Design arm7tdmi_cp_if, sky130hd; sources not shown.
Fig. 1: run 1, cells coloured by class
Scale bar: 50 um.
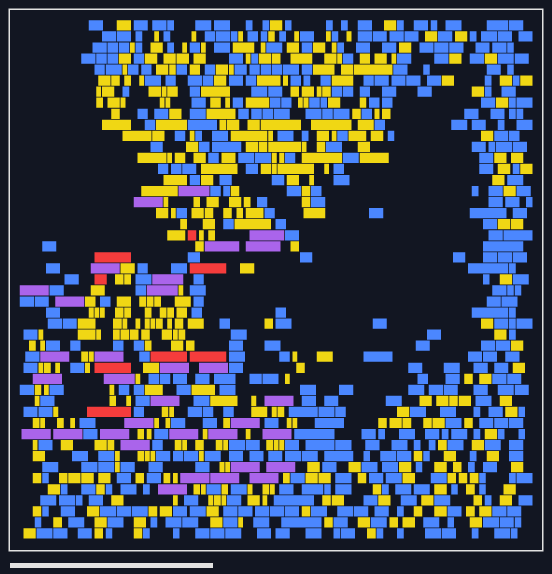
legend:
  purple:
    class: sequential cells
    cells: 33
    share_of_their_area: 8.3%
  yellow:
    class: remaining logic cells
    cells: 370
    share_of_their_area: 34%
  blue:
    class: remaining buffers and delay cells
    cells: 481
    share_of_their_area: 55%
  red:
    class: clock drivers and dummy loads
    cells: 8
    share_of_their_area: 2.1%
number of rows created at floorplan: 47
Core ar.: 16200 um^2
sequential share of cell area: 8.05%
final core area utilization: 52.0%

Fig. 2: run 1, power grid
Scale bar: 50 um. Pins as bars on the die edge.
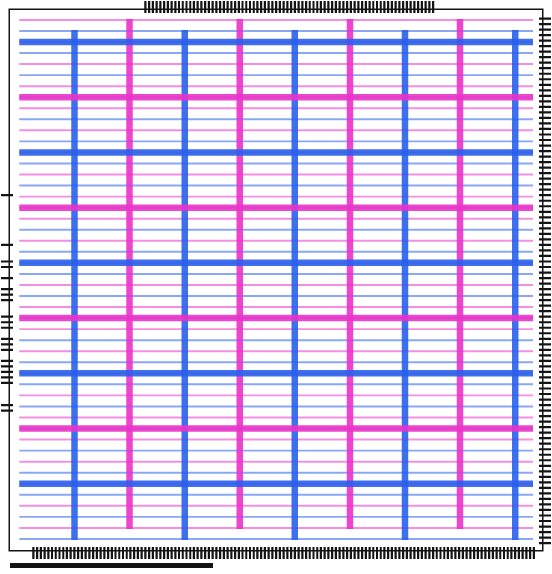
legend:
  magenta:
    net: VDD
  blue:
    net: VSS
met4 straps: 9
rows: 47
signal pins: 330
met5 straps: 9
met1 rails: 48
horizontal extent of the die: 131 um
VDD IR-drop max: 466 uV
Chip Height: 133 um

Fig. 3: run 1, routed clock nets over the placement
Scale bar: 50 um.
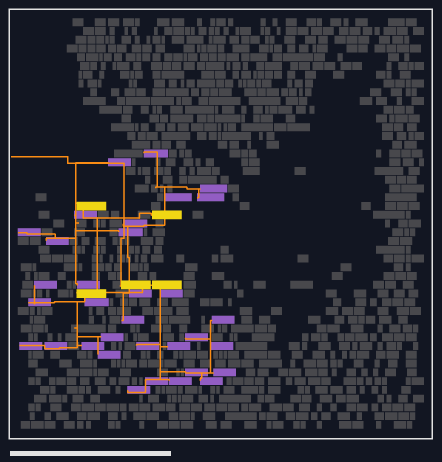
legend:
  yellow:
    item: clock-net drivers
    count: 5
  purple:
    item: flip-flops
    count: 33
  orange:
    item: clock wires
    length: 525 um
routed clock nets: 6
Clk. pwr: 944 uW
post-route clock skew: 3.31 ps
Skew-Pair Late Insertion Delay: 280 ps
clock group share of total power: 35.3%

==> run notes <==
Figures from the implementation reports.

- The number of H-tree levels is 2.
- The achievable clock frequency reads 401 MHz.
- The first global-routing pass estimated 27300 um of wire.
- The logic share of the area reads 32.6%.
- The final hold violation count is 0.
- The number of multi-input combinational cells reads 358.
- The last timing report of the flow puts the setup violation total at 100.
- The post-synthesis sequential area ratio reads 21.0%.
- The boundary pin count is 330.
- The signal on the critical path passes through ha_4 > inv_2 > fa_2 > nor2b_2 > o31a_1 > buf_4 > o21ai_4 > or3_1 > a21oi_2 > buf_2.
- The area enclosed by the die boundary is 17400 um^2.
- The static leakage power reads 3.70 nW.
- The post-synthesis cell area is 3140 um^2.
- Counting plain and timing-repair buffers in the layout gives 481.
- The worst-margin pin slew is 431 ps.
- Setup repair after global routing could not meet its margin everywhere.
- The worst-case max-slew headroom was logged as 71.2%.
- The number of sinks driven by the clock tree reads 33.
- The clock buffer instance count of the final layout reads 5.
- The distinct cell type count after synthesis reads 45.
- The tap cell count reads 220.
- The critical path endpoint category reads a primary output.
- The flop count is 33.
- Hold is met by 452 ps.
- The buffering overhead reads 53.5%.
- Broken down by cell family, the worst path's largest delay share belongs to adder cells.
- The clock network area share is 2.02%.
- The CTS root buffer is sky130_fd_sc_hd__clkbuf_16.
- The type of the worst min-delay path is reg2reg.
- The total cell area at the placement stage reads 7280 um^2.
- The number of antenna diodes is 3.
- The library cell occupying the most area in the post-synthesis netlist reads sky130_fd_sc_hd__dfxtp_1.
- The count of TritonRoute iterations in the first routing pass reads 4.
- The largest net degree at the start of global routing reads 34.
- The final timing summary puts the cycle share of the worst path at 131%.
- The depth of the most critical reg-to-reg path reads 8.
- The average wire length per cell after detail routing is 18.2 um.
- Across every metal layer, demand over resource in global routing totals 20.6%.
- The final reports fail on setup timing.
- The count of yosys warnings during synthesis is 0.
- The global route stage reports its total congestion overflow as 0.
- The final total negative setup slack reads -33130 ps.
- The first routing iteration left 219 violations.
- The commonest register cell after synthesis reads sky130_fd_sc_hd__dfxtp_1.
- The report gives the cell count of the worst hold path as 2.
- The yosys stat cell total reads 437.
- The combined area of the multi-input logic cells is 2740 um^2.
- The critical path arrival is 2310 ps.
- The worst-case setup margin in the final layout reads -596 ps.
- The largest incremental delay on the critical path reads 360 ps.
- The number of inserted filler cells in the final layout reads 1522.
- The critical path runs through a total of 10 cells.
- The sum of internal, switching and leakage power reads 2.68 mW.
- The maximum fanout along the worst path is 3.
- The setup slack after placement reads -1010 ps.
- The number of buffer cells added on primary ports reads 329.
- The max capacitance violation total is 0.
- The count of hold buffers inserted by post-cts repair is 0.
- The detail-routed via count per cell is 4.58.
- The starting utilization of the core area is 19.4%.
- The number of gates resized after CTS reads 622.
- The total power density per cell area reads 318 nW/um^2.
- The top cell class by occupied area is buffers.
- The half-perimeter wire length after detailed placement is 14300 um.
- Across all register-to-register paths, the minimum setup slack is 150 ps.
- The final-stage net count reads 1065.
- The maximum number of buffers from clock root to sink reads 2.
- The number of setup buffers added after CTS reads 53.
- Sorting the synthesized cells by how often they occur yields sky130_fd_sc_hd__and2_1 (74), sky130_fd_sc_hd__nand2_1 (54), sky130_fd_sc_hd__nor2_1 (36).
- The routability congestion estimate from global placement is 0.839.
- The number of nets still failing antenna checks after routing reads 0.
- Counting every instance in the synthesized netlist gives 437.
- The critical setup path kind is reg2out.
- In the post-route report, total wirelength is listed as 20300 um.
- Yosys reported a register bit count of 33.
- The initial antenna violation count was 4.
- The commonest non-fill, non-tap cell in the layout is sky130_fd_sc_hd__clkdlybuf4s50_1.
- The required time at the worst-slack endpoint reads 1710 ps.
- The slowest cell on the critical path is sky130_fd_sc_hd__dfxtp_4.
- The number of enable-type register cells in the synthesized netlist is 0.
- TritonRoute reported its final design rule violation total as 0.
- Sorting the synthesized cells by area gives the leading types as sky130_fd_sc_hd__dfxtp_1 (21%), sky130_fd_sc_hd__and2_1 (15%), sky130_fd_sc_hd__a22o_1 (8.9%).
- The minimum clock period is 2500 ps.
- The CTS tree reads yes.
- The number of buffers created by CTS reads 5.
- The combined flip-flop and latch cell area reads 677 um^2.
- The warning total across the stage logs reads 31.
- The area recorded from the Yosys report for this design is 3140 um^2.
- The total via count in the routed design is 5104.
- The post-synth net total is 611.
- Yosys reported that registers with async set or reset make up 0%.
- The number of global-route vias before repair reads 4792.
- The register with the most flip-flops in the layout has 22 of them.
- The critical path contains buffers and inverters numbering 3 combined.
- The finished layout cell area reads 8410 um^2.
- The number of ordinary inverters in the final layout reads 12.
- The area share of the leading cell type in the synthesized netlist is 21.0%.
- The growth of design area from synthesis to finish reads 168%.
- The most common cell in the synthesized netlist is sky130_fd_sc_hd__and2_1.
- The final standard cell count with taps included and fillers excluded reads 1115.
- The critical path launch point type reads a flop.
- The average footprint of a synthesized cell is 7.19 um^2.
- The total count of max-transition violations in the final report is 0.
- Counting tap cells, the placed design contains a total of 1033 instances.
- The registers of the reported paths see a clock transition of 60 ps.
- Ranking logic cells in the layout by count gives the top entries sky130_fd_sc_hd__clkdlybuf4s50_1 (182), sky130_fd_sc_hd__buf_6 (96), sky130_fd_sc_hd__buf_4 (84), sky130_fd_sc_hd__buf_2 (70), sky130_fd_sc_hd__nand2_1 (53).
- The run finished, with violations left.
- The share of layout cells above drive strength 1 is 44.5%.
## run 1: kinds of logic after synthesis
family / Yosys count / share of synthesized area, %
buffers and inverters: 46 / 6.10
XOR/XNOR: 27 / 7.53
flip-flops: 33 / 21.0
AND-OR/OR-AND: 103 / 23.3
adder cells (fa/ha/maj): 11 / 4.62
AND/OR/NAND/NOR: 214 / 36.4
multiplexers: 3 / 1.04
## run 1: power by group
part | internal (mW) | total [mW] | switching (mW)
Clock | 0.621 | 0.944 | 0.322
Sequential | 0.724 | 0.743 | 0.0190
Combinational | 0.595 | 0.990 | 0.395
## run 1: per-layer routing
layer | routed length [um] | track usage (%) | share of wire, %
met1 | 7940 | 24.7 | 39
met2 | 10200 | 35.8 | 50
met3 | 1630 | 5.46 | 8.0
met4 | 521 | 5.79 | 2.6
met5 | 17 | 0 | 0.084
Power and IR drop assume default switching activity.
